Figure 1. Floorplan with the power grid.
Pins as bars on the die edge. Tap cells in grey.
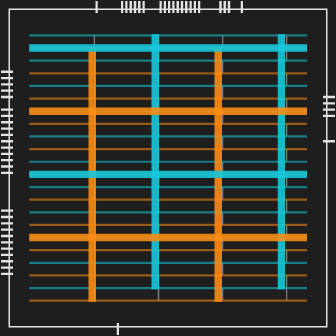
Figure 2. Cell classes on the final placement.
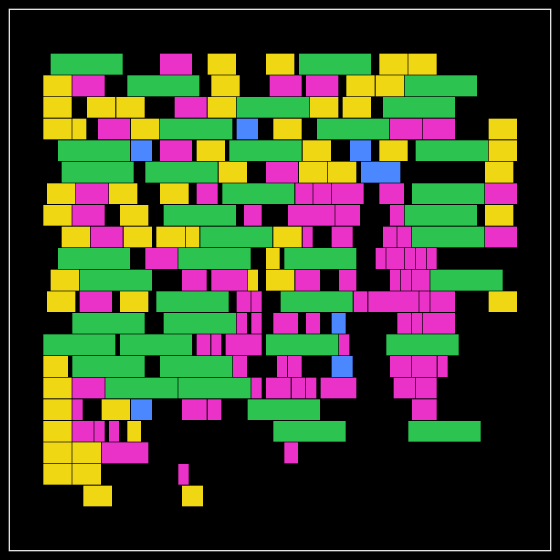
Figure 3. Clock distribution.
Bar = 20 µm.
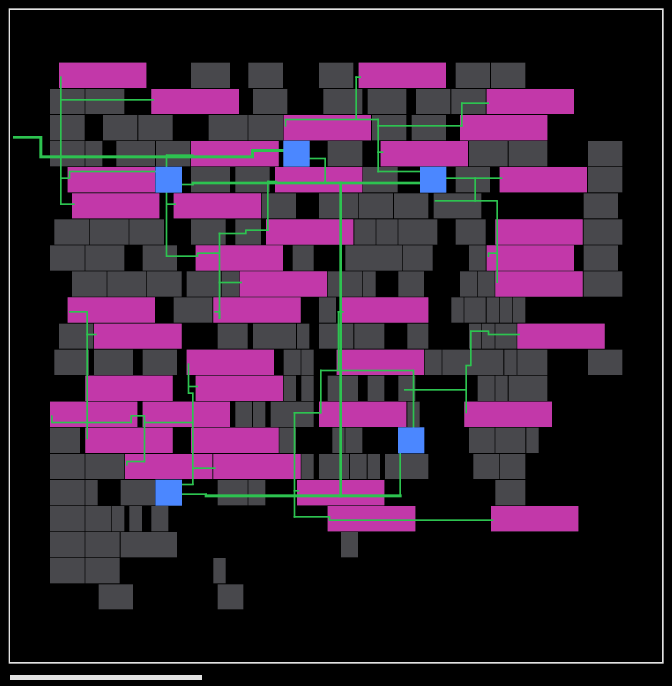
Figure 4. Metal layers overlaid.
Bar = 20 µm.
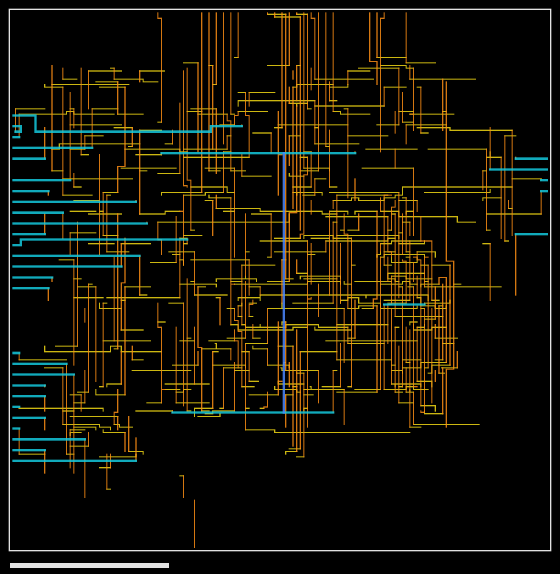
`config.mk`:
```
export PLATFORM = sky130hd
export DESIGN_NAME = cpu_io_bridge
export DESIGN_NICKNAME = d
export VERILOG_FILES = /design/src/rtl/cpu_io_bridge.sv
export SDC_FILE = /design/constraint.sdc
export NUM_CORES = 1
export LEC_CHECK = 0
export CAP_MARGIN = 10
export CORE_MARGIN = 4
export CORE_UTILIZATION = 45
export DETAILED_ROUTE_END_ITERATION = 8
export GPL_TIMING_DRIVEN = 0
export HOLD_SLACK_MARGIN = 0.12
export PLACE_DENSITY = 0.87
export SETUP_SLACK_MARGIN = 0.3
export SYNTH_ARGS = -nofsm -noshare
export SYNTH_HDL_FRONTEND = slang
export SYNTH_SLANG_ARGS = --single-unit
```
`constraint.sdc`:
```
create_clock -name clk_w -period 2.4 [get_ports clk_w]
set_clock_uncertainty 0.05 [all_clocks]
set_input_delay 0.36 -clock clk_w [delete_from_list [all_inputs] [get_ports clk_w]]
set_output_delay 0.36 -clock clk_w [all_outputs]
set_load 0.01 [all_outputs]
```
`src/rtl/cpu_io_bridge.sv`:
```
`timescale 1ns/1ps
// cpu_io_bridge
// Bridges asynchronous CPU I/O strobes to a synchronous one-request/one-ack core
// interface. The read and write strobes are decoded against BASE_ADDR, then
// synchronised and glitch-filtered. A three-state FSM (IDLE/WAIT/HOLD) issues
// exactly one req per CPU access, with a bounded wait for ack.
// Optional feature: define CPU_IO_WAIT_EN to drive the CPU wait_n line;
// otherwise wait_n is tied high and no wait logic exists.
module cpu_io_bridge #(
    parameter int                ADDR_W       = 6,
    parameter logic [ADDR_W-1:0] BASE_ADDR    = 6'h26,
    parameter int                PORT_BITS    = 2,
    parameter int                FILTER_DEPTH = 3,
    parameter int                TIMEOUT      = 64
) (
    input  logic                 clk_w,
    input  logic                 reset_n_w,
    input  logic [ADDR_W-1:0]    io_addr,
    input  logic                 iorq_n,
    input  logic                 rd_n,
    input  logic                 wr_n,
    input  logic [PORT_BITS-1:0] port_sel,
    input  logic [7:0]           cd_in,
    output logic [7:0]           cd_out,
    output logic                 cd_oe,
    output logic                 cs_n,
    output logic                 req,
    output logic                 wrt,
    output logic [PORT_BITS-1:0] adr,
    output logic [7:0]           dbo,
    input  logic [7:0]           dbi,
    input  logic                 ack,
    output logic                 wait_n,
    output logic                 timeout_err
);

    localparam int FW = $clog2(FILTER_DEPTH + 1);
    localparam int TW = (TIMEOUT > 1) ? $clog2(TIMEOUT) : 1;
    localparam logic [FW-1:0] FILT_LAST = FW'(FILTER_DEPTH - 1);
    localparam logic [TW-1:0] TO_LAST   = TW'(TIMEOUT - 1);

    typedef enum logic [1:0] {
        IDLE = 2'd0,
        WAIT = 2'd1,
        HOLD = 2'd2
    } state_t;

    // Address decode and CPU-side bus control are purely combinational.
    logic       sel_s;
    logic [1:0] dec_s;      // bit 0 = read strobe, bit 1 = write strobe

    assign sel_s  = (io_addr == BASE_ADDR) && !iorq_n;
    assign cs_n   = !sel_s;
    assign cd_oe  = sel_s && !rd_n;
    assign dec_s  = {sel_s && !wr_n, sel_s && !rd_n};

    // Synchroniser and filter state, one lane per strobe.
    logic [1:0]         sync1_r;
    logic [1:0]         sync2_r;
    logic [1:0]         filt_r;
    logic [1:0][FW-1:0] fcnt_r;
    logic               rd_f_s;
    logic               wr_f_s;

    assign rd_f_s = filt_r[0];
    assign wr_f_s = filt_r[1];

    // Two-flop synchronise each strobe, then flip the filtered level only after
    // FILTER_DEPTH consecutive samples disagree with it.
    always_ff @(posedge clk_w or negedge reset_n_w) begin
        if (!reset_n_w) begin
            sync1_r <= 2'b00;
            sync2_r <= 2'b00;
            filt_r  <= 2'b00;
            fcnt_r  <= '0;
        end else begin
            sync1_r <= dec_s;
            sync2_r <= sync1_r;
            for (int i = 0; i < 2; i++) begin
                if (sync2_r[i] == filt_r[i]) begin
                    fcnt_r[i] <= FW'(0);
                end else if (fcnt_r[i] == FILT_LAST) begin
                    filt_r[i] <= sync2_r[i];
                    fcnt_r[i] <= FW'(0);
                end else begin
                    fcnt_r[i] <= fcnt_r[i] + FW'(1);
                end
            end
        end
    end

    // FSM and registered request-side outputs.
    state_t               state_r, state_nx;
    logic                 req_r, req_nx;
    logic                 wrt_r, wrt_nx;
    logic [PORT_BITS-1:0] adr_r, adr_nx;
    logic [7:0]           dbo_r, dbo_nx;
    logic [7:0]           rdata_r, rdata_nx;
    logic [TW-1:0]        cnt_r, cnt_nx;
    logic                 terr_r, terr_nx;

    // Next-state logic: one req per access, ack only honoured in WAIT after the
    // req cycle, bounded wait, and HOLD until the CPU drops both strobes.
    always_comb begin
        state_nx = state_r;
        req_nx   = 1'b0;
        wrt_nx   = wrt_r;
        adr_nx   = adr_r;
        dbo_nx   = dbo_r;
        rdata_nx = rdata_r;
        cnt_nx   = cnt_r;
        terr_nx  = 1'b0;
        case (state_r)
            IDLE: begin
                cnt_nx = TW'(0);
                if (rd_f_s ^ wr_f_s) begin
                    adr_nx   = port_sel;
                    dbo_nx   = cd_in;
                    wrt_nx   = wr_f_s;
                    req_nx   = 1'b1;
                    state_nx = WAIT;
                end else begin
                    state_nx = IDLE;
                end
            end
            WAIT: begin
                if (ack && !req_r) begin
                    state_nx = HOLD;
                    if (!wrt_r) begin
                        rdata_nx = dbi;
                    end else begin
                        rdata_nx = rdata_r;
                    end
                end else if (cnt_r == TO_LAST) begin
                    terr_nx  = 1'b1;
                    state_nx = HOLD;
                end else begin
                    cnt_nx = cnt_r + TW'(1);
                end
            end
            HOLD: begin
                if (!rd_f_s && !wr_f_s) begin
                    state_nx = IDLE;
                end else begin
                    state_nx = HOLD;
                end
            end
            default: begin
                state_nx = IDLE;
            end
        endcase
    end

    // Register the FSM state and every request-side output.
    always_ff @(posedge clk_w or negedge reset_n_w) begin
        if (!reset_n_w) begin
            state_r <= IDLE;
            req_r   <= 1'b0;
            wrt_r   <= 1'b0;
            adr_r   <= '0;
            dbo_r   <= 8'h00;
            rdata_r <= 8'h00;
            cnt_r   <= '0;
            terr_r  <= 1'b0;
        end else begin
            state_r <= state_nx;
            req_r   <= req_nx;
            wrt_r   <= wrt_nx;
            adr_r   <= adr_nx;
            dbo_r   <= dbo_nx;
            rdata_r <= rdata_nx;
            cnt_r   <= cnt_nx;
            terr_r  <= terr_nx;
        end
    end

    assign req         = req_r;
    assign wrt         = wrt_r;
    assign adr         = adr_r;
    assign dbo         = dbo_r;
    assign cd_out      = rdata_r;
    assign timeout_err = terr_r;

`ifdef CPU_IO_WAIT_EN
    // Stall the CPU while selected and not yet answered; the FSM leaving WAIT
    // on ack or timeout releases it. Reset forces the line high.
    assign wait_n = !(reset_n_w && sel_s && ((state_r == IDLE) || (state_r == WAIT)));
`else
    assign wait_n = 1'b1;
`endif

endmodule

```
==> out/qor.yml <==
drt:
  via_count: 1191
  postRouteWirelength_mm: 3.46
  route.detailed.wl_per_inst_um: 14.9
  ant_nets: 0
  drt-vias-per-instance: 5.13
  firstDrtPassIters: 4
cts:
  cts_tree: "done"
  clock_sinks: 39
  clk-insertion-delay-late_ns: 0.34
  cts.path.max_buffers: 2
  clock_tree.htree_level_count: 2
  cts-buffers-inserted: 5
  cts_resized: 2
final_timing:
  post-route-min-period_ns: 1.90
  rsz0062_at_grt: "no"
  post_layout_period_usage_pct: 79.0
  finalSetupTns_ns: 0
  final-hold-violation-count: 0
  hold_ws_ns: 0.307
  max_freq_mhz: 527
  setup_violations: 0
job:
  max-cap-violations: 0
  openroad.warnings: 26
global_route:
  grt_start_max_net_pins: 40
  most_heavily_used_metal_layer_in_global_routing: "met2"
  grt.met3_usage_pct: 8.37
  antenna_violations_before_repair: 0
  gr-usage-met1_pct: 18.4
  grt_pass1_wl_mm: 5.82
  groute.usage.overall_pct: 17.3
synthesis:
  yosys-stat-cells: 126
  seq_area_frac_synth_pct: 60.2
  synth-adder-area-share_pct: 1.54
  synth.net_count: 158
  compound_area_share_pct: 7.72
  syn_inst: 126
  number_of_unique_standard_cell_types_used_by_synthesis: 34
  syn_area_per_cell_um2: 12.9
  synth-edff-count: 0
  synth.yosys.chip_area_mm2: 0.00162
  post_synth_xor_area_fraction_pct: 1.08
  ys_sh_simple_pct: 13.3
setup_path:
  terminus_of_the_critical_flop_to_flop_path: "dbo[3]$_DFFE_PN0P_"
  critical_path.startpoint_type: "input port"
  timing.rr.start: "filt_r[1]$_DFFE_PN0P_"
  worstSetupEndpointType: "primary output"
  cpPeakStageDelay_ns: 0.44
  cp_data_arrival_time_ns: 1.49
  maximum_fanout_along_the_worst_path: 3
  cp.required_ns: 1.99
  path_depth_of_the_worst_reg2reg_path: 5
power_and_ir_drop:
  worst_ir_drop_vdd_v: 0.000446
  power_dens_cells_mw_per_mm2: 485
  power.static_leakage_nw: 1.02
  total_power_mw: 1.10
floorplanning:
  core_box_area_mm2: 0.00342
  die_h_um: 68.0
status:
  status: "complete, no violations"
layout:
  lay_top_cells: "sky130_fd_sc_hd__clkdlybuf4s50_1 (49), sky130_fd_sc_hd__dfrtp_1 (39), sky130_fd_sc_hd__mux2_2 (19)"
  share_of_post_route_cells_with_drive_strength_above_1_pct: 21.0
  syn_to_layout_area_delta_pct: 39.4
  finalNetCount: 218
  n_antenna_cell: 0
place:
  detailed_place_hpwl_mm: 2.69
hold_path:
  hold-path-cell-count: 0
Back to the opening pictures, Figure 1:
Key: cyan = VDD; orange = VSS
The core has 21 rows. 22 met1 rails follow the rows. 4 straps on met5. 4 straps on met4.

Back to the opening pictures, Figure 2:
Key: green = flops [cells 39, share of their area 44%]; yellow = other buffers and delay cells [cells 57, share of their area 25%]; blue = clock drivers and dummy loads [cells 7, share of their area 2.6%]; magenta = all other logic [cells 83, share of their area 29%]

Back to the opening pictures, Figure 3:
Key: green = clock wires [length 414 µm]; magenta = flip-flops [count 39]; blue = cells driving clock nets [count 5]
There are 6 routed clock nets.

Back to the opening pictures, Figure 4:
Key: orange = met2 [wire length 1,910 µm]; blue = met4 [wire length 32.6 µm]; yellow = met1 [wire length 1,230 µm]; cyan = met3 [wire length 286 µm]

==> synthesized netlist by cell type, types with 2 or more instances <==
| cell type | instances | area [µm²] |
|---|---|---|
| sky130_fd_sc_hd__a31o_2 | 2 | 17.5 |
| sky130_fd_sc_hd__buf_2 | 2 | 10.0 |
| sky130_fd_sc_hd__a21oi_1 | 2 | 10.0 |
| sky130_fd_sc_hd__dfrtp_1 | 39 | 976 |
| sky130_fd_sc_hd__o311ai_0 | 3 | 26.3 |
| sky130_fd_sc_hd__nand2_1 | 11 | 41.3 |
| sky130_fd_sc_hd__nand4_1 | 2 | 12.5 |
| sky130_fd_sc_hd__mux2_2 | 19 | 214 |
| sky130_fd_sc_hd__inv_1 | 6 | 22.5 |
| sky130_fd_sc_hd__o211ai_1 | 2 | 15.0 |
| sky130_fd_sc_hd__ha_1 | 2 | 25.0 |
| sky130_fd_sc_hd__nor3_1 | 6 | 30.0 |
| sky130_fd_sc_hd__nand3_1 | 4 | 20.0 |
| sky130_fd_sc_hd__xnor2_1 | 2 | 17.5 |
| sky130_fd_sc_hd__nand2b_1 | 2 | 12.5 |
| sky130_fd_sc_hd__nor2_1 | 4 | 15.0 |
==> metal layers <==
layer | wire [µm] | vias up
met5 | 0 | -
met4 | 32 | 0
met3 | 285 | 2
met2 | 1910 | 39
met1 | 1230 | 580
li1 | - | 570
==> worst max-delay path by stage <==
stage,start,to,slack [ns]
floorplan,filt_r[1]$_DFFE_PN0P_,adr[0]$_DFFE_PN0P_,0.75
global placement,io_addr[5],cd_oe,0.11
detailed placement,io_addr[5],cd_oe,0.08
CTS,io_addr[5],cd_oe,0.36
global route,filt_r[1]$_DFFE_PN0P_,dbo[3]$_DFFE_PN0P_,0.38
finish,io_addr[5],cs_n,0.50
==> where the power goes <==
part / total (mW) / switching (mW) / internal [mW]
sequential: 0.668 / 0.00380 / 0.664
clock: 0.334 / 0.198 / 0.136
combinational: 0.0943 / 0.0321 / 0.0622
total: 1.10 / 0.234 / 0.862
==> cell type report <==
type / instances / area [µm²] / share of cell area (%)
flip-flops and latches: 39 / 976 / 43.2
plain buffers: 4 / 21.3 / 0.941
multi-input cells: 77 / 608 / 26.9
inverters: 6 / 22.5 / 0.996
clock inverters: 1 / 5.00 / 0.221
well taps: 46 / 57.6 / 2.55
repair buffers: 53 / 519 / 23.0
clock buffers: 6 / 51.3 / 2.27
==> state kept, by name, summed over array words and instances (netlist names), 2 cells and up <==
name / cells
filt_r: 2
sync2_r: 2
dbo: 8
fcnt_r: 4
adr: 2
cnt_r: 6
cd_out: 8
state_r: 2
sync1_r: 2
==> stage by stage <==
| stage | instances | util, % | setup WS (ns) | area [µm²] |
|---|---|---|---|---|
| final | 232 | 66.2 | 0.503 | 2260 |
| after global routing | 232 | 66.2 | 0.376 | 2260 |
| after CTS | 232 | 66.1 | 0.358 | 2260 |
| after detailed placement | 224 | 64.2 | 0.0752 | 2190 |
| after global placement | 224 | 64.4 | 0.112 | 2200 |
| after floorplan | 126 | - | 0.745 | 1620 |
==> worst max-delay path, delay by kind of cell <==
kind	cells	cell delay (ns)
buf+inv	2	0.74
simple gates	2	0.38
No activity file was given, so power comes from the tool's default toggle rates.
